[src/rtl/sbentsrc_ctrl_if.sv]
// sbentsrc_ctrl_if: valid/ready word delivery channel between the entropy
// source controller (master) and the downstream conditioner or bus consumer.
interface sbentsrc_ctrl_if #(
  parameter int OUT_WIDTH = 32
);
  logic [OUT_WIDTH-1:0] data;
  logic                 valid;
  logic                 ready;

  modport master (output data, output valid, input ready);
  modport slave  (input data, input valid, output ready);
endinterface

[src/rtl/sbentsrc_ctrl.sv]
// sbentsrc_ctrl: sequencing controller for the S-box entropy source.
// Enables the source, discards a warm-up period, packs RNG_WIDTH-bit samples
// MSB-first into OUT_WIDTH-bit words and delivers them over out_if.
// Optional feature macro: SBENTSRC_CTRL_HEALTH_EN (repetition-count health
// test with latched alarm and ALARM state). Undefined: o_alarm tied to 0.
//
// state   | meaning
// --------+---------------------------------------------------------------
// IDLE    | source off, waiting for i_start; pending word still deliverable
// WARMUP  | source on, discarding WARMUP_CYCLES samples
// COLLECT | source on, packing accepted samples into words
// ALARM   | health test failed; source off, words dropped, wait i_alarm_clr
module sbentsrc_ctrl #(
  parameter int RNG_WIDTH     = 4,
  parameter int OUT_WIDTH     = 32,
  parameter int WARMUP_CYCLES = 64,
  parameter int REP_LIMIT     = 8
) (
  input  logic                 i_clk,
  input  logic                 ff_reset,
  input  logic                 i_start,
  input  logic                 i_stop,
  input  logic [RNG_WIDTH-1:0] i_src_rnd,
  output logic                 o_src_en,
  output logic                 o_alarm,
  input  logic                 i_alarm_clr,
  sbentsrc_ctrl_if.master      out_if
);
  localparam int N     = OUT_WIDTH / RNG_WIDTH;
  localparam int CNT_W = $clog2(N + 1);
  localparam int WRM_W = $clog2(WARMUP_CYCLES + 1);
  localparam logic [CNT_W-1:0] CNT_LAST = CNT_W'(N - 1);
  localparam logic [WRM_W-1:0] WRM_LAST = WRM_W'(WARMUP_CYCLES - 1);

  typedef enum logic [1:0] {IDLE, WARMUP, COLLECT, ALARM} state_t;

  state_t                       state_q, state_d;
  logic [WRM_W-1:0]             warm_q, warm_d;
  logic [CNT_W-1:0]             cnt_q, cnt_d;
  logic [OUT_WIDTH-1:0]         shift_q, shift_d;
  logic [OUT_WIDTH-1:0]         data_q, data_d;
  logic                         valid_q, valid_d;
  logic                         src_en_q, src_en_d;
  logic [OUT_WIDTH+RNG_WIDTH-1:0] shift_cat;
  logic                         word_done, stall, accept, rep_hit;

  // The shift register is a full word wide so its low nibble always holds
  // the previously accepted sample, which the health test compares against.
  assign shift_cat = {shift_q, i_src_rnd};
  assign word_done = (cnt_q == CNT_LAST);
  assign stall     = word_done && valid_q && !out_if.ready;
  assign accept    = (state_q == COLLECT) && !i_stop && !stall;

`ifdef SBENTSRC_CTRL_HEALTH_EN
  localparam int RUN_W = $clog2(REP_LIMIT + 1);

  logic [RUN_W-1:0] run_q, run_d;

  // Repetition count over accepted samples; zero marks "no sample yet".
  always_comb begin
    run_d   = run_q;
    rep_hit = 1'b0;
    if (state_q == WARMUP) begin
      run_d = '0;
    end else if (accept) begin
      if ((run_q != '0) && (i_src_rnd == shift_q[RNG_WIDTH-1:0])) begin
        run_d = run_q + 1'b1;
      end else begin
        run_d = RUN_W'(1);
      end
      rep_hit = (run_d == RUN_W'(REP_LIMIT));
    end
  end

  // Run counter register.
  always_ff @(posedge i_clk or posedge ff_reset) begin
    if (ff_reset) run_q <= '0;
    else          run_q <= run_d;
  end

  assign o_alarm = (state_q == ALARM);
`else
  logic unused_alarm_clr;

  assign unused_alarm_clr = i_alarm_clr;
  assign rep_hit          = 1'b0;
  assign o_alarm          = 1'b0;
`endif

  // Next-state, counters, packing and output-word handling.
  always_comb begin
    state_d = state_q;
    warm_d  = warm_q;
    cnt_d   = cnt_q;
    shift_d = shift_q;
    data_d  = data_q;
    valid_d = valid_q;
    if (valid_q && out_if.ready) valid_d = 1'b0;
    case (state_q)
      IDLE: begin
        if (i_start && !i_stop) begin
          state_d = WARMUP;
          warm_d  = '0;
        end
      end
      WARMUP: begin
        if (i_stop) begin
          state_d = IDLE;
        end else if (warm_q == WRM_LAST) begin
          state_d = COLLECT;
          cnt_d   = '0;
        end else begin
          warm_d = warm_q + 1'b1;
        end
      end
      COLLECT: begin
        if (i_stop) begin
          state_d = IDLE;
          cnt_d   = '0;
          shift_d = '0;
        end else if (accept) begin
          if (rep_hit) begin
            state_d = ALARM;
            valid_d = 1'b0;
            cnt_d   = '0;
            shift_d = '0;
          end else begin
            shift_d = shift_cat[OUT_WIDTH-1:0];
            if (word_done) begin
              data_d  = shift_cat[OUT_WIDTH-1:0];
              valid_d = 1'b1;
              cnt_d   = '0;
            end else begin
              cnt_d = cnt_q + 1'b1;
            end
          end
        end
      end
      ALARM: begin
        valid_d = 1'b0;
`ifdef SBENTSRC_CTRL_HEALTH_EN
        if (i_alarm_clr) state_d = IDLE;
`else
        state_d = IDLE;
`endif
      end
      default: state_d = IDLE;
    endcase
    src_en_d = (state_d == WARMUP) || (state_d == COLLECT);
  end

  // State and datapath registers.
  always_ff @(posedge i_clk or posedge ff_reset) begin
    if (ff_reset) begin
      state_q  <= IDLE;
      warm_q   <= '0;
      cnt_q    <= '0;
      shift_q  <= '0;
      data_q   <= '0;
      valid_q  <= 1'b0;
      src_en_q <= 1'b0;
    end else begin
      state_q  <= state_d;
      warm_q   <= warm_d;
      cnt_q    <= cnt_d;
      shift_q  <= shift_d;
      data_q   <= data_d;
      valid_q  <= valid_d;
      src_en_q <= src_en_d;
    end
  end

  assign o_src_en     = src_en_q;
  assign out_if.data  = data_q;
  assign out_if.valid = valid_q;
endmodule

[src/flat_wrapper.sv]
// flat-port wrapper written by rule: the top's interface ports become plain ports
module sbentsrc_ctrl_flat 
#(
  parameter int RNG_WIDTH     = 4,
  parameter int OUT_WIDTH     = 32,
  parameter int WARMUP_CYCLES = 64,
  parameter int REP_LIMIT     = 8
)
  (i_clk, ff_reset, i_start, i_stop, i_src_rnd, o_src_en, o_alarm, i_alarm_clr, out_if_data, out_if_valid, out_if_ready);
  sbentsrc_ctrl_if #(.OUT_WIDTH(OUT_WIDTH)) out_if_i ();
  input  logic i_clk;
  input  logic ff_reset;
  input  logic i_start;
  input  logic i_stop;
  input  logic [RNG_WIDTH-1:0] i_src_rnd;
  output logic o_src_en;
  output logic o_alarm;
  input  logic i_alarm_clr;
  output wire logic [$bits(out_if_i.data)-1:0] out_if_data;
  output wire logic [$bits(out_if_i.valid)-1:0] out_if_valid;
  input wire logic [$bits(out_if_i.ready)-1:0] out_if_ready;
  assign out_if_data = out_if_i.data;
  assign out_if_valid = out_if_i.valid;
  assign out_if_i.ready = out_if_ready;
  sbentsrc_ctrl #(.RNG_WIDTH(RNG_WIDTH), .OUT_WIDTH(OUT_WIDTH), .WARMUP_CYCLES(WARMUP_CYCLES), .REP_LIMIT(REP_LIMIT)) u_core (.i_clk(i_clk), .ff_reset(ff_reset), .i_start(i_start), .i_stop(i_stop), .i_src_rnd(i_src_rnd), .o_src_en(o_src_en), .o_alarm(o_alarm), .i_alarm_clr(i_alarm_clr), .out_if(out_if_i));
endmodule
[config.mk]
export PLATFORM = sky130hd
export DESIGN_NAME = sbentsrc_ctrl_flat
export DESIGN_NICKNAME = d
export VERILOG_FILES = /design/src/rtl/sbentsrc_ctrl_if.sv /design/src/rtl/sbentsrc_ctrl.sv /design/src/flat_wrapper.sv
export SDC_FILE = /design/constraint.sdc
export NUM_CORES = 1
export LEC_CHECK = 0
export ABC_AREA = 1
export ABC_CLOCK_PERIOD_IN_PS = 5200
export CORE_ASPECT_RATIO = 1.4
export CORE_MARGIN = 8
export CORE_UTILIZATION = 40
export DETAILED_ROUTE_END_ITERATION = 6
export PLACE_DENSITY = 0.73
export SLEW_MARGIN = 20
export SYNTH_ARGS = -nofsm -noshare
export SYNTH_HDL_FRONTEND = slang
export SYNTH_SLANG_ARGS = --single-unit
[constraint.sdc]
create_clock -name i_clk -period 5.2 [get_ports i_clk]
set_input_delay 0.78 -clock i_clk [delete_from_list [all_inputs] [get_ports i_clk]]
set_output_delay 0.78 -clock i_clk [all_outputs]
set_load 0.05 [all_outputs]
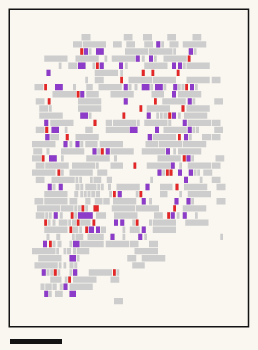
run_1/logic_types.png
Scale bar: 20 um.
Key: purple = aoi and oai cells [cells 72]; red = inv cells [cells 45]

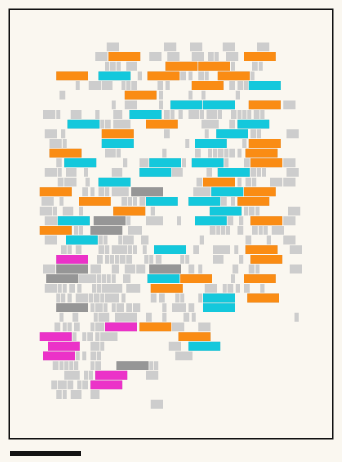
run_1/flops_by_reg.png
Scale bar: 20 um. Other sequential cells in the stronger grey, the rest of the logic in the fainter grey.
Key: orange = u_core.out_if.data [sequential cells 32]; magenta = u_core.warm_q [sequential cells 7, where south-west]; cyan = u_core.shift_q [sequential cells 28]
Another 8 sequential cells are not coloured.
Reg area: 0.00188 sq mm
flop share of the area: 49.6%
P_seq: 595 uW
post-layout util: 49.4%

==> impl_metrics.tcl, run 1 <==
# flow metrics
set metrics [dict create \
    finalNonFillerCells 480 \
    power_leakage_nw 1.67 \
    dp_cells 464 \
    nClkBuffers 9 \
    syn_area_per_cell_sq_um 9.38 \
    crit_cells 1 \
    rsz0062_at_grt "false" \
    final_max_slew_viol_count 0 \
    buf_share_pct 11.3 \
    xor_area_share_pct 0.841 \
    cts_setup_buffers 0 \
    critPathLaunchType "flip-flop" \
    finalPower_mw 1.05 \
    path_cells "clkdlybuf4s50_1" \
    grt_pass1_wl_um 10400 \
    dr_wl_met3_um 334 \
    port-buffer-count 42 \
    cp_slowest_cell "clkdlybuf4s50_1" \
    cts_hold_buf 0 \
    grt-ovfl-total 0 \
    clockBufferDepth 2 \
    synth_area_sq_mm 0.00312 \
    power.internal_uw 784 \
    min_period_ps 2330 \
    r2r_start "u_core.cnt_q[0]" \
    hold_start "u_core.shift_q[0]" \
    tap_cells 100 \
    biggestCellCategory "sequential cells" \
    wl_met2_um 2920 \
    holdCritPathClass "flip-flop to flip-flop" \
    drtAntennaViolNets 0 \
    power_leader "registers" \
    synth_seq_share_pct 60.1 \
    min_to "u_core.shift_q[0]" \
    p_clk_share_pct 39.3 \
    relSlewSlack_pct 48.4 \
    final_layout_top_logic_cells "90 x nand2_1, 75 x dfrtp_1, 42 x inv_1, 42 x clkdlybuf4s50_1, 33 x o21ai_1" \
    yosysWarnings 0 \
    clock_skew_ps 12.9 \
    p_sw_share_pct 25.3 \
    cts_resized 0 \
    topRoutingLayerUsed "met4" \
    reg2reg_depth 7 \
    synthCells 333 \
    holdWs_ps 488 \
    first_pass_iters 4 \
    layout_top_cell "nand2_1" \
    viasPerCell 4.70 \
    cts_root_buf "clkbuf_8" \
    status "completed" \
    grt.busiest_layer "met2" \
    tritoncts "built" \
    topCombFamilyByArea "simple AND/OR/NAND/NOR gates" \
    hold_viol_final 0 \
    numCtsBuffers 9 \
    antenna_found_initial 0 \
    tool_warnings 27 \
    yosysChipArea_sq_mm 0.00312 \
    fin_area_sq_mm 0.00378 \
    p_comb_uw 41.5 \
    route.detailed.drc 0 \
    pwr-share-seq_pct 56.7 \
    logic_area_sq_um 998 \
    grt_pass1_vias 2267 \
    m1WireLength_um 2620 \
    clk_pin_slew_ps 80 \
    finalWorstSetupSlack_ps 2870 \
    comb_area_share_pct 26.4 \
    tightest_slew_ps 771 \
    powerClk_uw 413 \
    cp_max_fo 2 \
    synthesis.nets 345 \
    drv_cap 0 \
    final-setup-viol-count 0 \
    critical_path.max_stage_delay_ps 820 \
    critical_path.top_delay_family "buffers and inverters" \
    max_freq_mhz 430 \
    clk-insertion-delay-late_ps 350 \
    r2r_slack_ps 3300 \
    yosysCellCount 333 \
]
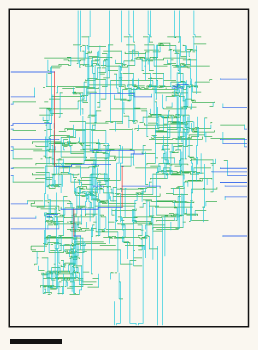
run_1/wires.png
Scale bar: 20 um.
Key: red = metal 4 [wire length 61.9 um]; cyan = metal 2 [wire length 2920 um]; green = metal 1 [wire length 2620 um]; blue = metal 3 [wire length 335 um]
wire length per cell: 12.4 um
via count: 2256
Post-Route WL: 5940 um
GRT Util Overall: 11.7%

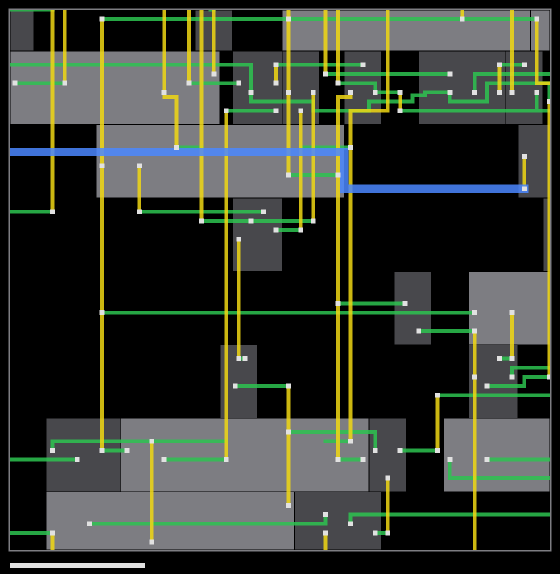
run_1/detail.png
Scale bar: 5 um. Region (35, 74) to (55, 94) um. Cells in grey, sequential cells in the stronger grey; small squares are vias.
Key: blue = metal 3; green = metal 1; yellow = metal 2
Most frequent: dfrtp_1 (5), nand2_1 (4), inv_1 (3). 18 logic cells have their middle in the window. Sequential cells in the window: 5. Netlist names of flops here include u_core.shift_q (4), u_core.out_if.data (1).

[run 1: Yosys cell counts (all sizes together)]
master	count	share of area, %
nand2	94	12
dfrtp	75	60
o21ai	67	12
inv	45	5.5
nor2	15	2.4
buf	11	2.3
nand3	11	2.2
ha	2	0.80
xor2	2	0.56
a21boi	1	0.24
a21o	1	0.24
a21oi	1	0.16
clkbuf	1	0.12
conb	1	0.12
nand3b	1	0.24
nor3	1	0.16
o21bai	1	0.24
o22ai	1	0.20
o31ai	1	0.24
xnor2	1	0.28
[run 1: flip-flops by register name, summed over array words and instances (netlist names)]
signal and cells:
u_core.shift_q 28, u_core.state_q 2, u_core.warm_q 7, u_core.cnt_q 4, u_core.o_src_en 1, u_core.out_if.valid 1
u_core.out_if.data 32
run_1/congestion.png
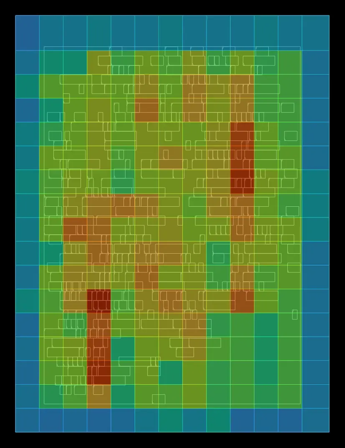

==> run 1 -> run 2 <==
ABC_CLOCK_PERIOD_IN_PS = 2100   (was 5200)
PLACE_DENSITY = 0.75   (was 0.73)
clock period = 2.1 ns   (was 5.2 ns; I/O delays follow)
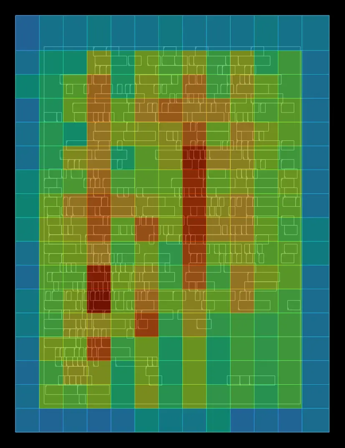
run_2/congestion.png
GRT Util Overall: 11.3%
met1 usage: 12.6%
post-layout util: 50.6%

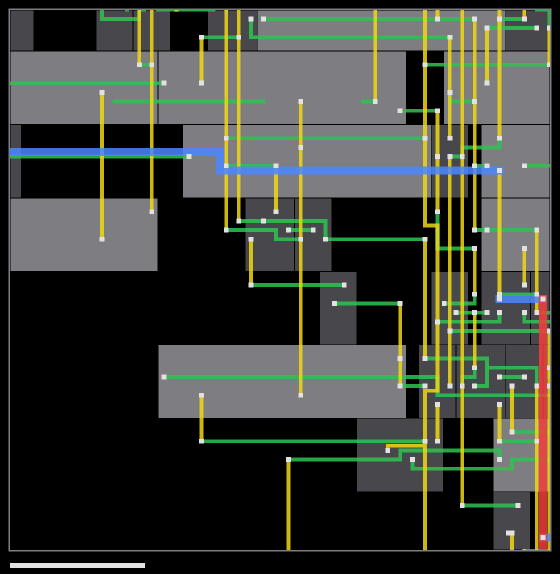
run_2/detail.png
Scale bar: 5 um. Region (35, 74) to (55, 94) um. Cells in grey, sequential cells in the stronger grey; small squares are vias.
Key: yellow = metal 2; red = metal 4; green = metal 1; blue = metal 3
21 logic cells have their middle in the window. Sequential cells in the window: 6. Netlist names of flops here include u_core.shift_q (4), u_core.out_if.data (2). Most frequent: dfrtp_1 (6), nand2_1 (5), inv_1 (4).

==> run 2 against run 1 <==
Compared with the run above: sequential share of layout area is 1.1 points lower; core utilization is 1.1 points higher; global-route usage shrank 0.44 points; clock skew decreased by 1.2 ps; sequential cell count stayed put; worst setup slack lost 2600 ps; combinational power grew to 2.6 times the previous value; critical path type unchanged; critical endpoint unchanged.
==> impl_metrics.tcl, run 2 <==
# flow metrics
set metrics [dict create \
    syn_area_per_cell_sq_um 9.38 \
    p_sw_share_pct 25.9 \
    cts_hold_buf 0 \
    cts_resized 0 \
    port-buffer-count 42 \
    power.internal_mw 1.96 \
    finalWorstSetupSlack_ps 239 \
    dr_wl_met3_um 261 \
    power_leakage_nw 1.71 \
    drv_cap 0 \
    clk_pin_slew_ps 90 \
    topRoutingLayerUsed "met4" \
    min_period_ps 1860 \
    power_leader "registers" \
    clockBufferDepth 2 \
    cp_slowest_cell "clkdlybuf4s50_1" \
    max_freq_mhz 537 \
    dp_cells 467 \
    route.detailed.drc 0 \
    crit_cells 1 \
    finalPower_mw 2.64 \
    tightest_slew_ps 533 \
    reg2reg_depth 8 \
    clock_skew_ps 11.7 \
    layout_top_cell "nand2_1" \
    critical_path.top_delay_family "buffers and inverters" \
    synth-edff-count 0 \
    yosysChipArea_sq_mm 0.00312 \
    synth.top_cells.by_count "90 x nand2_1, 75 x dfrtp_1, 43 x inv_1" \
    r2r_slack_ps 450 \
    largest_reg_flops 32 \
    viasPerCell 4.65 \
    cp_max_fo 2 \
    holdWs_ps 405 \
    r2r_start "u_core.warm_q[0]" \
    status "completed" \
    first_pass_iters 4 \
    yosysCellCount 333 \
    grt.busiest_layer "met2" \
    holdCritPathClass "input pin to asynchronous set/reset pin" \
    drtAntennaViolNets 0 \
    final-setup-viol-count 0 \
    yosysTopAreaCell "dfrtp_1" \
    topCombFamilyByArea "simple AND/OR/NAND/NOR gates" \
    antenna_found_initial 0 \
    p_clk_share_pct 40.1 \
    tritoncts "built" \
    pwr-share-seq_pct 55.9 \
    grt_pass1_vias 2210 \
    yosysWarnings 0 \
]
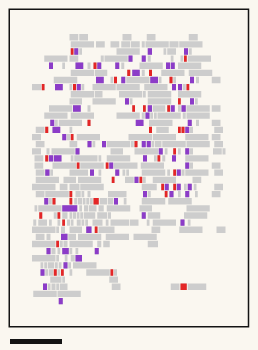
run_2/logic_types.png
Scale bar: 20 um.
Key: purple = aoi and oai cells [cells 72]; red = inv cells [cells 45]

-- run 2: netlist changes by cell type in the layout (fill, tap and decap cells not counted), sizes merged --
cell / delta
buf: +3
clkinvlp: +1
inv: -1
-- run 2: stage by stage --
step                      utilization [%]  area [sq um]
after floorplan                         -          3130
after global placement               48.0          3680
after detailed placement             48.0          3680
after CTS                            50.6          3870
after global routing                 50.6          3870
final                                50.6          3870
-- run 2: final cells by class --
type | count | area [sq um] | area share, %
sequential | 75 | 1880 | 48.5
timing repair buffer | 46 | 500 | 12.9
inverter | 45 | 175 | 4.53
tap | 100 | 125 | 3.23
clock buffer | 9 | 124 | 3.20
clock inverter | 7 | 70.1 | 1.81
multi-input combinational | 201 | 998 | 25.8
-- run 2: worst min-delay path, stage by stage --
cell and delay, ps:
clkdlybuf4s50_1 440, clkinvlp_4 90, buf_12 320
Power is estimated from default activity; no workload was simulated.
